Figure 1. Zoomed window.
Region (68, 35) to (98, 65) um. Cells in gray, sequential cells in the stronger gray; small squares are vias.
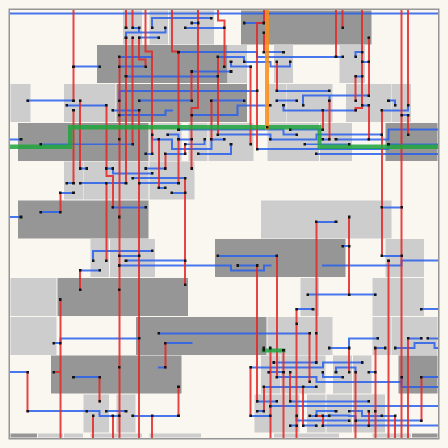
Figure 2. Track usage over the die.
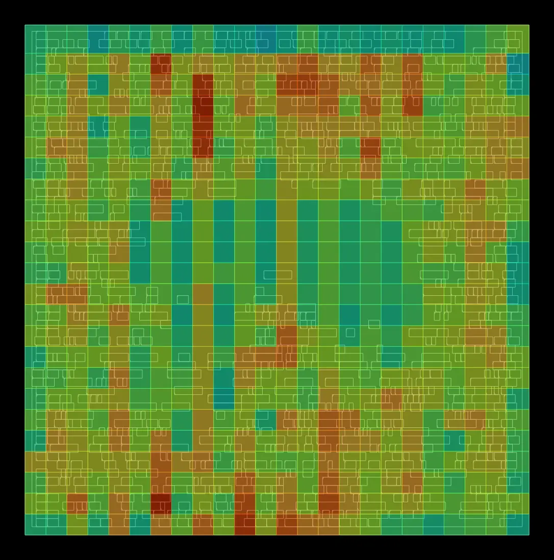
Figure 3. Routed clock nets over the placement.
Drawn at 2 px/um.
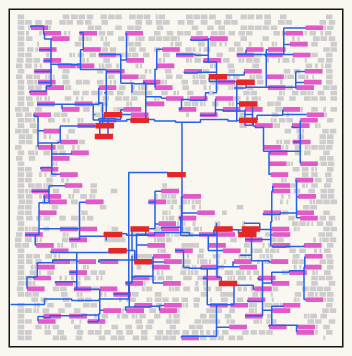
**src/rtl/pio128_arb_pkg.sv**
```systemverilog
`default_nettype none
// ============================================================================
// Module   : pio128_arb_pkg
// Brief    : Shared types and encodings for the 128-bit PIO output arbiter.
// Revision : 1.0
// ============================================================================
package pio128_arb_pkg;

    typedef enum logic [1:0] {
        IDLE = 2'd0,
        OWN0 = 2'd1,
        OWN1 = 2'd2
    } arb_state_e;

    localparam logic [1:0] ADDR_DATA   = 2'd0;
    localparam logic [1:0] ADDR_LAST   = 2'd1;

    localparam logic [1:0] RESP_OKAY   = 2'b00;
    localparam logic [1:0] RESP_SLVERR = 2'b10;

endpackage
`default_nettype wire

```
**src/rtl/pio128_frame_timer.sv**
```systemverilog
`default_nettype none
// ============================================================================
// Module   : pio128_frame_timer
// Brief    : Idle-owner timeout counter; expire is asserted for one cycle.
// Revision : 1.0
// ============================================================================
module pio128_frame_timer #(
    parameter int TIMEOUT_CYC = 1024
) (
    input  logic clk,
    input  logic reset,
    input  logic clear,
    input  logic enable,
    output logic expire
);

    generate
        if (TIMEOUT_CYC == 0) begin : g_disabled
            logic w_unused;
            assign w_unused = &{1'b0, clk, reset, clear, enable};
            assign expire   = 1'b0;
        end else begin : g_enabled
            localparam int TW = $clog2(TIMEOUT_CYC + 1);
            localparam logic [TW-1:0] C_LAST = TW'(TIMEOUT_CYC - 1);

            logic [TW-1:0] r_count;

            always_ff @(posedge clk or posedge reset) begin
                if (reset) begin
                    r_count <= '0;
                end else if (clear) begin
                    r_count <= '0;
                end else if (enable) begin
                    r_count <= r_count + 1'b1;
                end
            end

            // Fires on the idle cycle that would bring the count to TIMEOUT_CYC.
            assign expire = enable && !clear && (r_count == C_LAST);
        end
    endgenerate

endmodule
`default_nettype wire

```
**src/rtl/pio128_out_arb.sv**
```systemverilog
`default_nettype none
// ============================================================================
// Module   : pio128_out_arb
// Brief    : Frame-locked two-requester arbiter for the 128-bit PIO output.
// Revision : 1.0
// ============================================================================
module pio128_out_arb
    import pio128_arb_pkg::*;
#(
    parameter int DATA_W      = 128,
    parameter int TIMEOUT_CYC = 1024,
    parameter int CNT_W       = 16
) (
    input  logic              clk,
    input  logic              reset,
    input  logic              s0_write,
    input  logic [1:0]        s0_address,
    input  logic [DATA_W-1:0] s0_writedata,
    output logic              s0_waitrequest,
    output logic              s0_writeresponsevalid,
    output logic [1:0]        s0_response,
    input  logic              s1_write,
    input  logic [1:0]        s1_address,
    input  logic [DATA_W-1:0] s1_writedata,
    output logic              s1_waitrequest,
    output logic              s1_writeresponsevalid,
    output logic [1:0]        s1_response,
    input  logic              block_read,
    output logic [DATA_W-1:0] pio_out,
    output logic              data_ready,
    output logic [1:0]        grant,
    output logic              timeout_err,
    output logic [CNT_W-1:0]  frame_cnt
);

    arb_state_e        r_state;
    logic              r_rr_ptr;
    logic [DATA_W-1:0] r_pio_out;
    logic              r_data_ready;
    logic [1:0]        r_grant;
    logic              r_timeout_err;
    logic [CNT_W-1:0]  r_frame_cnt;
    logic              r_s0_rsp_valid;
    logic              r_s1_rsp_valid;
    logic [1:0]        r_s0_response;
    logic [1:0]        r_s1_response;

    logic              w_own0;
    logic              w_own1;
    logic              w_acc0;
    logic              w_acc1;
    logic              w_acc;
    logic [1:0]        w_addr;
    logic [DATA_W-1:0] w_wdata;
    logic              w_is_fwd;
    logic              w_is_last;
    logic [1:0]        w_resp;
    logic              w_tmr_clear;
    logic              w_tmr_enable;
    logic              w_expire;

    assign w_own0 = (r_state == OWN0);
    assign w_own1 = (r_state == OWN1);

    assign s0_waitrequest = !w_own0 || block_read;
    assign s1_waitrequest = !w_own1 || block_read;

    assign w_acc0 = s0_write && !s0_waitrequest;
    assign w_acc1 = s1_write && !s1_waitrequest;
    assign w_acc  = w_acc0 || w_acc1;

    // Only the owner can be accepted, so the owner's bus is the one that matters.
    assign w_addr    = w_own1 ? s1_address   : s0_address;
    assign w_wdata   = w_own1 ? s1_writedata : s0_writedata;
    assign w_is_fwd  = (w_addr == ADDR_DATA) || (w_addr == ADDR_LAST);
    assign w_is_last = (w_addr == ADDR_LAST);
    assign w_resp    = w_is_fwd ? RESP_OKAY : RESP_SLVERR;

    assign w_tmr_clear  = (r_state == IDLE) || w_acc;
    assign w_tmr_enable = (w_own0 || w_own1) && !block_read;

    pio128_frame_timer #(
        .TIMEOUT_CYC (TIMEOUT_CYC)
    ) u_frame_timer (
        .clk    (clk),
        .reset  (reset),
        .clear  (w_tmr_clear),
        .enable (w_tmr_enable),
        .expire (w_expire)
    );

    always_ff @(posedge clk or posedge reset) begin
        if (reset) begin
            r_state        <= IDLE;
            r_rr_ptr       <= 1'b0;
            r_pio_out      <= '0;
            r_data_ready   <= 1'b0;
            r_grant        <= 2'b00;
            r_timeout_err  <= 1'b0;
            r_frame_cnt    <= '0;
            r_s0_rsp_valid <= 1'b0;
            r_s1_rsp_valid <= 1'b0;
            r_s0_response  <= RESP_OKAY;
            r_s1_response  <= RESP_OKAY;
        end else begin
            r_data_ready   <= 1'b0;
            r_s0_rsp_valid <= w_acc0;
            r_s1_rsp_valid <= w_acc1;
            r_timeout_err  <= w_expire;

            if (w_acc0) r_s0_response <= w_resp;
            if (w_acc1) r_s1_response <= w_resp;

            if (w_acc && w_is_fwd) begin
                r_pio_out    <= w_wdata;
                r_data_ready <= 1'b1;
            end

            case (r_state)
                IDLE: begin
                    if (s0_write && (!s1_write || !r_rr_ptr)) begin
                        r_state <= OWN0;
                        r_grant <= 2'b01;
                    end else if (s1_write) begin
                        r_state <= OWN1;
                        r_grant <= 2'b10;
                    end
                end
                OWN0, OWN1: begin
                    // Priority passes to the other requester whichever way the frame ends.
                    if (w_acc && w_is_last) begin
                        r_state     <= IDLE;
                        r_grant     <= 2'b00;
                        r_rr_ptr    <= w_own0;
                        r_frame_cnt <= r_frame_cnt + 1'b1;
                    end else if (w_expire) begin
                        r_state  <= IDLE;
                        r_grant  <= 2'b00;
                        r_rr_ptr <= w_own0;
                    end
                end
                default: begin
                    r_state <= IDLE;
                    r_grant <= 2'b00;
                end
            endcase
        end
    end

    assign pio_out               = r_pio_out;
    assign data_ready            = r_data_ready;
    assign grant                 = r_grant;
    assign timeout_err           = r_timeout_err;
    assign frame_cnt             = r_frame_cnt;
    assign s0_writeresponsevalid = r_s0_rsp_valid;
    assign s1_writeresponsevalid = r_s1_rsp_valid;
    assign s0_response           = r_s0_response;
    assign s1_response           = r_s1_response;

endmodule
`default_nettype wire

```
**config.mk**
```make
export PLATFORM = sky130hd
export DESIGN_NAME = pio128_out_arb
export DESIGN_NICKNAME = d
export VERILOG_FILES = /design/src/rtl/pio128_arb_pkg.sv /design/src/rtl/pio128_frame_timer.sv /design/src/rtl/pio128_out_arb.sv
export SDC_FILE = /design/constraint.sdc
export NUM_CORES = 1
export LEC_CHECK = 0
export CAP_MARGIN = 10
export CORE_AREA = 2 2 164 166
export DETAILED_ROUTE_END_ITERATION = 7
export DIE_AREA = 0 0 166 168
export GPL_ROUTABILITY_DRIVEN = 0
export SLEW_MARGIN = 5
export SYNTH_ARGS = -nofsm -noshare
export SYNTH_HDL_FRONTEND = slang
export SYNTH_SLANG_ARGS = --single-unit
```
**constraint.sdc**
```tcl
create_clock -name clk -period 20.2 [get_ports clk]
set_clock_uncertainty 0.05 [all_clocks]
set_input_delay 6.06 -clock clk [delete_from_list [all_inputs] [get_ports clk]]
set_output_delay 6.06 -clock clk [all_outputs]
set_load 0.1 [all_outputs]
```
==> summary.txt <==
The flow completed. In this run the tools logged warnings totalling 32. Clock-pin slew on the worst setup and hold paths landed at 0.07 ns. Total routing resource utilization after global routing landed at 0.168. Quantity of hold-fixing buffers added after cts landed at 0. Per the post-route antenna check, the number of violating nets is 0. The timing report shows that the slowest cell on the worst path is clkdlybuf4s50_1. Buffer count from post-CTS setup fixing landed at 0. The placement stage leaves a total instance area of 12,000 um2.

The average instance in the mapped netlist occupies 10.6 um2. Core region area landed at 26,400 um2. Total count of hold-check failures in the final report landed at 0.

For this run, global-route usage on met1 was measured as 0.199. Power spread over the standard cell area amounts to 191 nW/um2. Final-layout setup total negative slack landed at 0 ns.

TritonCTS built the clock tree. Final count of negative-setup-slack endpoints landed at 0. Final instance area landed at 12,700 um2. Minimum setup slack in the final design landed at slightly above 6 ns.

At the worst endpoint, the required time is between 10 and 15 ns. No sink is reached through more buffers than the 2 on the longest clock path. The library cells used most frequently in the layout, excluding fill and tap cells, are clkdlybuf4s50_1, dfrtp_1, nand2_1. During placement, the flow inserted port buffers numbering approximately 420. Counting I/O delays and the setup requirement, the final critical path takes 13.99 ns. After synthesis, the cell types taking the most area are dfrtp_1, mux2i_1, o21ai_0, nand2_1, xor2_1. Before CTS, the worst setup slack after placement is 6.21 ns. Met1 wire length landed at 9590 um. The first global-routing pass estimated 36,800 um of wire. The path with the worst hold slack has its endpoint at frame_cnt[15]$_DFFE_PP0P_. Vertical die size landed at approximately 170 um. The worst setup path is of the in -> out kind.

The number of antenna violations at the first check in global routing was 1. Detailed-routed wire length on met3 landed at roughly 2100 um. Of the synthesized area, sequential elements account for 0.541. The tightest min-delay check is of the reg -> reg type. Critical path data arrival time landed at 7.88 ns. In the floorplan report the effective utilization is 0.288. Total clock buffers created by CTS landed at 17. Yosys synthesis warning count landed at 0. The clock H-tree reported by CTS has 4 levels.

Ranked by instance count, the synthesized netlist is headed by dfrtp_1, nand2_1, mux2i_1. The highest supply drop recorded on VDD is 136 uV. Per the synthesis report, the number of distinct cell types is between 40 and 50. Detailed-route iteration 0 reported a violation count of 318. The first detailed-routing pass ran for 5 iterations. Per the final report, max-transition violations number 0. After synthesis, the design contains around 720 cells according to Yosys. Sink count of the clock tree landed at 164. Looking at the clock tree report, the root buffer type is clkbuf_16. Entering global routing, the biggest net connects 116 pins. Signal routing reaches up to met4.

Synthesis handed over a netlist of 717 instances. Minimum setup slack among reg-to-reg paths landed at 16.50 ns. Wire segments on met2 add up to 11,600 um in the final route. Mapped cell area landed at 7580 um2. In this run the critical register-to-register path is launched from grant[0]$_DFFE_PP0P_.

Number of flops mapped to enable cells by yosys landed at 0. Floorplan row count landed at 60. Grouping stages by cell kind, the critical path spends the most delay in buffers and inverters. The chip area line in the Yosys stat output reads 7580 um2. Die width landed at approximately 170 um. The worst-case max-slew headroom was logged as 0.268. The run reported a max-capacitance violation count of 0. Logic depth along the worst register-to-register path is recorded as 8.

The via count of the first global-routing pass is 6,487. Total wire length landed at roughly 24,000 um. In the final design database the tool counted about 1.4k nets. For this run, the slowest stage of the critical path takes 1.14 ns. Maximum achievable frequency landed at 71.5 MHz. HPWL after detailed placement landed at 17,600 um. The flow ran to the end, and the final reports show no timing, DRC or antenna violations. The layout has 2,537 filler cells. Fraction of met2 tracks used by global routing landed at 0.289. Counting flops with an async set or reset pin after synthesis yields a share of 1.00.

The leakage power in the latest report is 5.36 nW. Area of the die landed at around 28,000 um2. The share of synthesized area in the top cell type comes to 0.541. The timing report notes that buffer and inverter cells on the critical path total 2. The report lists the cells along the critical path as clkdlybuf4s50_1, nand2b_1, clkdlybuf4s50_1.

Setup repair after global routing left no endpoint under its margin. STA classifies the critical path startpoint as an input pin. The synthesized design contains 164 register bits.

Layout overhead on the synthesized area landed at 67.0%. Total congestion overflow after global routing landed at 0. The global routing stage identified its most utilized layer as met2.

In this run the count of I/O pins placed on the die edge is 421. Number of cells on the critical path landed at 3. Latest clock arrival within the worst-skew pair landed at about 0.42 ns. Counting only logic cells after layout, the most numerous master is clkdlybuf4s50_1. Slew at the pin closest to its max-slew limit landed at 1.10 ns. The worst setup path is captured at an output port. The DRC violation total left in the routed layout is recorded as 0. Overall power landed at between 2 and 2.5 mW. The startpoint identified for the worst hold timing path is frame_cnt[15]$_DFFE_PP0P_. Among all flip-flop cells after synthesis, the most frequent one is dfrtp_1. Share of layout cells above drive strength 1 landed at 0.0435.

Number of cells on the worst hold path landed at 1. Ratio of routed vias to standard cells landed at 4.39. The cell that appears most often on the critical path is clkdlybuf4s50_1. The most critical setup path has its endpoint at s1_waitrequest.

In the finished design, the share of the clock period the worst path needs comes to 0.692. By instance count, the leading cell after synthesis is dfrtp_1. Top fanout value on the critical path landed at 6. Count of instances resized after the clock tree is built landed at 0. The worst register-to-register path ends at frame_cnt[7]$_DFFE_PP0P_. The detailed router placed 6,450 vias in this run. Once layout is complete, the utilization of the core stands at 0.480. The synthesized design spends more area on one cell type than any other, namely dfrtp_1. In this run the worst setup path begins at block_read.
-- Figure 1 (at the start) --
[met2] red
[met4] orange
[met1] blue
[met3] green
sequential cells in the window: 9
netlist names of flops here include: u_frame_timer.g_enabled.r_count (6), grant (2)
most frequent: nor2_1 (9), dfrtp_1 (9), nand2_1 (4)
cells with their middle in the window: 47

-- Figure 2 (at the start) --
met3 Use GR: 0.0649
average routed wire per standard cell: 16.1 um

-- Figure 3 (at the start) --
[flip-flops] magenta | count: 164
[cells driving clock nets] red | count: 17
[clock wires] blue | length: 2,370 um
flops lie: widely spread

==> kinds of logic after synthesis <==
family	count (synthesis)	synth area share
flops	164	0.541
buf+inv	56	0.0342
simple gates	195	0.114
compound gates	138	0.0957
mux	133	0.178
xor+xnor	25	0.0289
other cells	1	0.000495
fa+ha+maj	5	0.00825
==> power breakdown <==
| group | internal [mW] | switching [mW] |
|---|---|---|
| logic | 0.373 | 1.18 |
| registers | 0.454 | 0.0676 |
| clock network | 0.204 | 0.143 |
| total | 1.03 | 1.39 |
==> worst register-to-register path, stage by stage, from the launching register on <==
cell and delay, ns:
dfrtp_1 0.41, inv_1 0.13, ha_4 0.61, mux2i_4 0.17, a2bb2oi_4 0.72, buf_4 0.87, nor3_1 0.23, and3_1 0.25
xor2_1 0.14
==> final cells by class <==
cell class | count | area [um2] | area share
flip-flops and latches | 164 | 4100 | 0.324
diodes | 1 | 2.50 | 0.000198
inverters | 8 | 36.3 | 0.00287
well taps | 341 | 427 | 0.0337
repair buffers | 424 | 4230 | 0.334
clock buffers | 20 | 457 | 0.0361
multi-input cells | 498 | 3230 | 0.256
clock inverters | 12 | 169 | 0.0133
==> per-stage QoR <==
| step | instances | hold WS (ns) |
|---|---|---|
| global route | 1468 | 0.439 |
| CTS | 1467 | 0.431 |
| global placement | 1435 | 0.410 |
| floorplan | 718 | 0.409 |
| finish | 1468 | 0.424 |
| detailed placement | 1435 | 0.419 |
==> flip-flops by register name, summed over array words and instances, names as in the netlist <==
register and count:
s0_writeresponsevalid 1, data_ready 1, u_frame_timer.g_enabled.r_count 11, s1_writeresponsevalid 1, grant 2, timeout_err 1
s0_response 1, pio_out 128, s1_response 1, r_rr_ptr 1, frame_cnt 16
Power figures rest on the tool's default switching activity, not on a simulated workload.
